==> run_1/power_grid.png <==
Bar = 20 um. Pins as bars on the die edge.
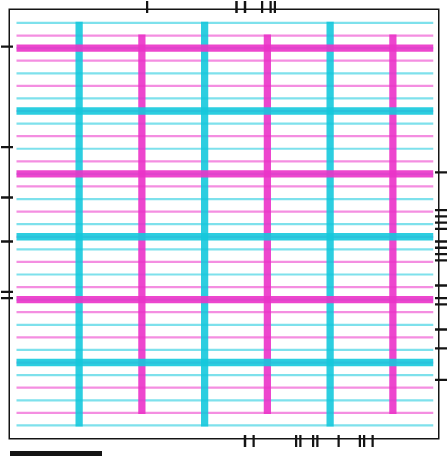
==> run_1/placement_by_type.png <==
Bar = 20 um.
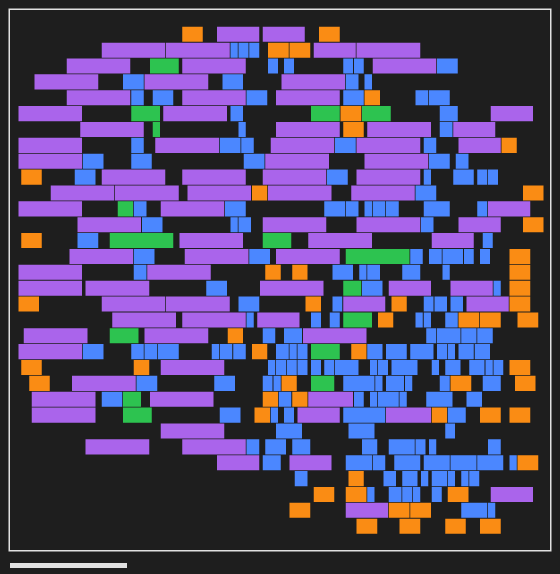
==> run_1/clk_routes.png <==
Bar = 20 um.
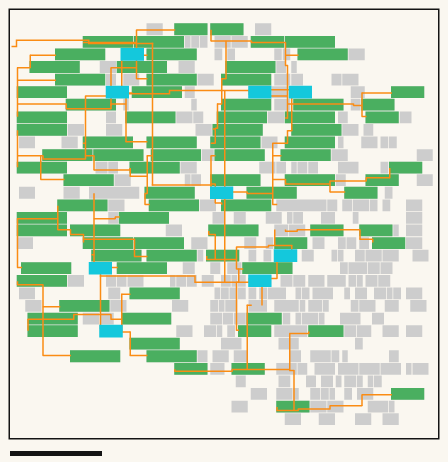
===== config.mk =====
export PLATFORM = sky130hd
export DESIGN_NAME = fifo_param_c
export DESIGN_NICKNAME = d
export VERILOG_FILES = /design/src/rtl/fifo_param_c.sv
export SDC_FILE = /design/constraint.sdc
export NUM_CORES = 1
export LEC_CHECK = 0
export CAP_MARGIN = 10
export CORE_UTILIZATION = 45
export CTS_BUF_LIST = sky130_fd_sc_hd__clkbuf_8
export CTS_CLUSTER_DIAMETER = 120
export CTS_CLUSTER_SIZE = 40
export DETAILED_ROUTE_END_ITERATION = 10
export PLACE_DENSITY = 0.67
export SLEW_MARGIN = 10
export SYNTH_ARGS = -nofsm -noshare
export SYNTH_HDL_FRONTEND = slang
export SYNTH_SLANG_ARGS = --single-unit

===== constraint.sdc =====
create_clock -name clk -period 3.18 [get_ports clk]
set_clock_uncertainty 0.15 [all_clocks]
set_input_delay 0.318 -clock clk [delete_from_list [all_inputs] [get_ports clk]]
set_output_delay 0.318 -clock clk [all_outputs]
set_load 0.05 [all_outputs]

===== src/rtl/fifo_param_c.sv =====
// Synchronous FIFO with registered read port, occupancy counter and hysteretic almost_full flag.
// Optional macro FIFO_PARAM_STICKY_ERR_EN makes error sticky until reset; otherwise it is a one-cycle pulse.
module fifo_param_c #(
  parameter int DW = 8,
  parameter int AW = 3
) (
  input  logic          clk,
  input  logic          reset,
  input  logic [DW-1:0] data_in,
  input  logic          push,
  input  logic          pop,
  input  logic [AW:0]   umbral_almost_full,
  input  logic [AW:0]   umbral_almost_empty,
  output logic [DW-1:0] data_out,
  output logic          valid_out,
  output logic          almost_full,
  output logic          fifo_empty,
  output logic          fifo_full,
  output logic [AW:0]   count,
  output logic          error
);

  localparam int DEPTH = 1 << AW;
  localparam logic [AW:0] FULL_CNT = (AW+1)'(DEPTH);

  logic [DW-1:0] mem [DEPTH];
  logic [AW-1:0] wr_ptr_reg, rd_ptr_reg;
  logic [AW:0]   count_reg, count_next;
  logic [DW-1:0] data_out_reg;
  logic          valid_reg, almost_full_reg, almost_full_next;
  logic          error_reg, error_next;
  logic          pop_ok, push_ok, offending;

  // A push into a full FIFO is still legal when a pop frees a slot in the same cycle.
  always_comb begin
    pop_ok    = pop && (count_reg != '0);
    push_ok   = push && ((count_reg != FULL_CNT) || pop_ok);
    offending = (pop && !pop_ok) || (push && !push_ok);

    count_next = count_reg;
    if (push_ok && !pop_ok)
      count_next = count_reg + 1'b1;
    else if (pop_ok && !push_ok)
      count_next = count_reg - 1'b1;

    // Set wins over clear so misprogrammed thresholds resolve toward back-pressure.
    almost_full_next = almost_full_reg;
    if (count_next >= umbral_almost_full)
      almost_full_next = 1'b1;
    else if (count_next <= umbral_almost_empty)
      almost_full_next = 1'b0;

`ifdef FIFO_PARAM_STICKY_ERR_EN
    error_next = error_reg || offending;
`else
    error_next = offending;
`endif
  end

  always_ff @(posedge clk) begin
    if (reset && push_ok)
      mem[wr_ptr_reg] <= data_in;
  end

  always_ff @(posedge clk) begin
    if (!reset) begin
      wr_ptr_reg      <= '0;
      rd_ptr_reg      <= '0;
      count_reg       <= '0;
      data_out_reg    <= '0;
      valid_reg       <= 1'b0;
      almost_full_reg <= 1'b0;
      error_reg       <= 1'b0;
    end else begin
      valid_reg <= pop_ok;
      if (pop_ok) begin
        data_out_reg <= mem[rd_ptr_reg];
        rd_ptr_reg   <= rd_ptr_reg + 1'b1;
      end
      if (push_ok)
        wr_ptr_reg <= wr_ptr_reg + 1'b1;
      count_reg       <= count_next;
      almost_full_reg <= almost_full_next;
      error_reg       <= error_next;
    end
  end

  assign data_out    = data_out_reg;
  assign valid_out   = valid_reg;
  assign almost_full = almost_full_reg;
  assign error       = error_reg;
  assign count       = count_reg;
  assign fifo_empty  = (count_reg == '0);
  assign fifo_full   = (count_reg == FULL_CNT);

endmodule


==> impl_metrics.tcl, run 1 <==
# collected from the flow reports
set metrics [dict create \
    antenna_left 0 \
    hp-start "almost_full$_SDFFE_PN0P_" \
    top_layer "met4" \
    m1WireLength_mm 3.040 \
    wl_mm 6.945 \
    wl_per_cell_um 16.04 \
    first_pass_iters 5 \
    relSlewSlack_pct 66.45 \
    cts.htree.levels 3 \
    rsz0062_at_grt "no" \
    peakVddDrop_v 0.0003019 \
    num_antenna_cells 0 \
    setup-tns-final_ns 0 \
    seq_area_mm2 0.002345 \
    p_seq_mw 1.35 \
    synthesis.area_mm2 0.003691 \
    num-clock-buffers 9 \
    n_fill_cell 652 \
    comb_cells 164 \
    num-nets-final 358 \
    buf_share_pct 11.13 \
    outcome "completed" \
    xor_area_share_pct 1.424 \
    reg2reg_to "almost_full$_SDFFE_PN0P_" \
    compound_area_share_pct 8.305 \
]
About power_grid.png:
[VDD] magenta
[VSS] cyan
met5 straps: 6
signal pins: 37
met1 rails: 33

About placement_by_type.png:
[flops] purple | cells: 85
[other buffers and delay cells] orange | cells: 54
[clock drivers and dummy loads] green | cells: 16
[combinational and other logic] blue | cells: 176

About clk_routes.png:
[flip-flops] green | count: 85
[clock drivers] cyan | count: 9
[clock wires] orange | length: 962 um
flops lie: all over the die
routed clock nets: 10

==> run 1: worst max-delay path by stage <==
stage / from / end / slack, ns / depth (start not counted)
floorplan: count[0]$_SDFF_PN0_ / almost_full$_SDFFE_PN0P_ / 0.16 / 12
global placement: count[0]$_SDFF_PN0_ / almost_full$_SDFFE_PN0P_ / 0.33 / 12
detailed placement: count[0]$_SDFF_PN0_ / almost_full$_SDFFE_PN0P_ / 0.18 / 12
CTS: count[0]$_SDFF_PN0_ / almost_full$_SDFFE_PN0P_ / 0.16 / 12
global route: count[0]$_SDFF_PN0_ / almost_full$_SDFFE_PN0P_ / 0.02 / 12
finish: count[0]$_SDFF_PN0_ / almost_full$_SDFFE_PN0P_ / 0.15 / 12
==> run 1 -> run 2 <==
--- a/config.mk
+++ b/config.mk
@@ -11,6 +11,8 @@
 export CTS_CLUSTER_DIAMETER = 120
 export CTS_CLUSTER_SIZE = 40
 export DETAILED_ROUTE_END_ITERATION = 10
+export GPL_ROUTABILITY_DRIVEN = 0
+export HOLD_SLACK_MARGIN = 0.15
 export PLACE_DENSITY = 0.67
 export SLEW_MARGIN = 10
 export SYNTH_ARGS = -nofsm -noshare
==> impl_metrics.tcl, run 2 <==
# collected from the flow reports
set metrics [dict create \
    outcome "completed" \
    critPathCapture "almost_full$_SDFFE_PN0P_" \
    startpoint "count[0]$_SDFF_PN0_" \
    m1WireLength_mm 3.040 \
    setup-tns-final_ns 0 \
    synthesis.area_mm2 0.003691 \
    wl_mm 6.945 \
    antenna_left 0 \
    top_layer "met4" \
    num-nets-final 358 \
    n_fill_cell 652 \
    p_seq_mw 1.35 \
    num_antenna_cells 0 \
    xor_area_share_pct 1.424 \
    rsz0062_at_grt "no" \
    buf_share_pct 11.13 \
    first_pass_iters 5 \
    cts.htree.levels 3 \
    peakVddDrop_v 0.0003019 \
    num-clock-buffers 9 \
    comb_cells 164 \
    compound_area_share_pct 8.305 \
]
==> run 2: cell counts after synthesis <==
Identical to the previous run, type by type.
==> run 2: through the flow <==
step / util [%] / hold WS, ns / cells / area (um2) / setup WS, ns
2_1_floorplan: - / 0.2669 / 275 / 3694 / 0.1590
3_3_place_gp: 53.87 / 0.3205 / 417 / 4228 / 0.3260
3_5_place_dp: 53.87 / 0.3299 / 417 / 4228 / 0.1816
4_1_cts: 56.73 / 0.3429 / 433 / 4452 / 0.1618
5_1_grt: 56.73 / 0.3653 / 433 / 4452 / 0.01834
6_report: 56.73 / 0.3436 / 433 / 4452 / 0.1472
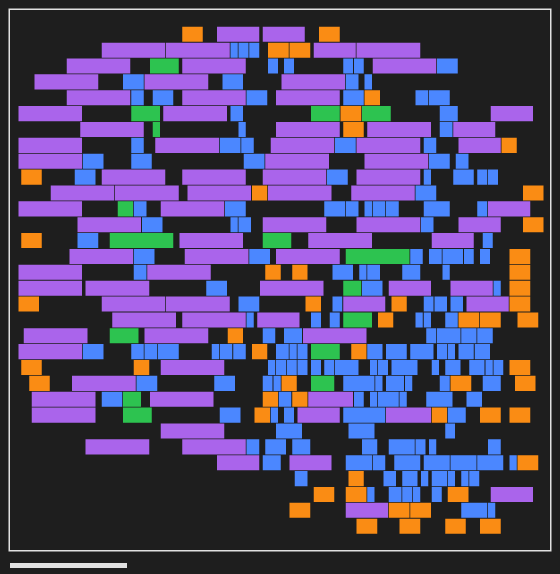
(run_2/placement_by_type.png)
Bar = 20 um.
[flops] purple | cells: 85
[other buffers and delay cells] orange | cells: 54
[combinational and other logic] blue | cells: 176
[clock drivers and dummy loads] green | cells: 16

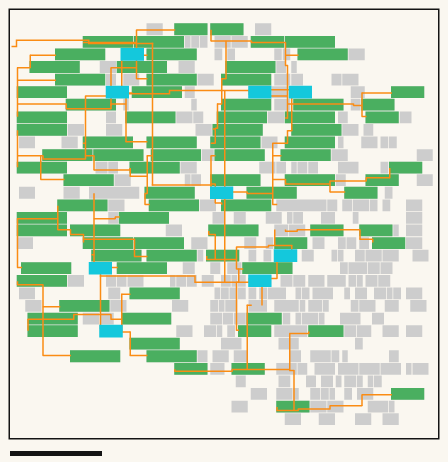
(run_2/clk_routes.png)
Bar = 20 um.
[flip-flops] green | count: 85
[clock drivers] cyan | count: 9
[clock wires] orange | length: 962 um
routed clock nets: 10

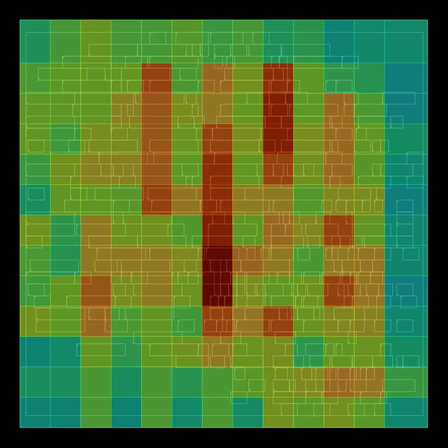
(run_2/congestion.png)
drt wl/cell: 16.04 um
grt peak-use layer: met2
met1 GRT Util: 22.49%

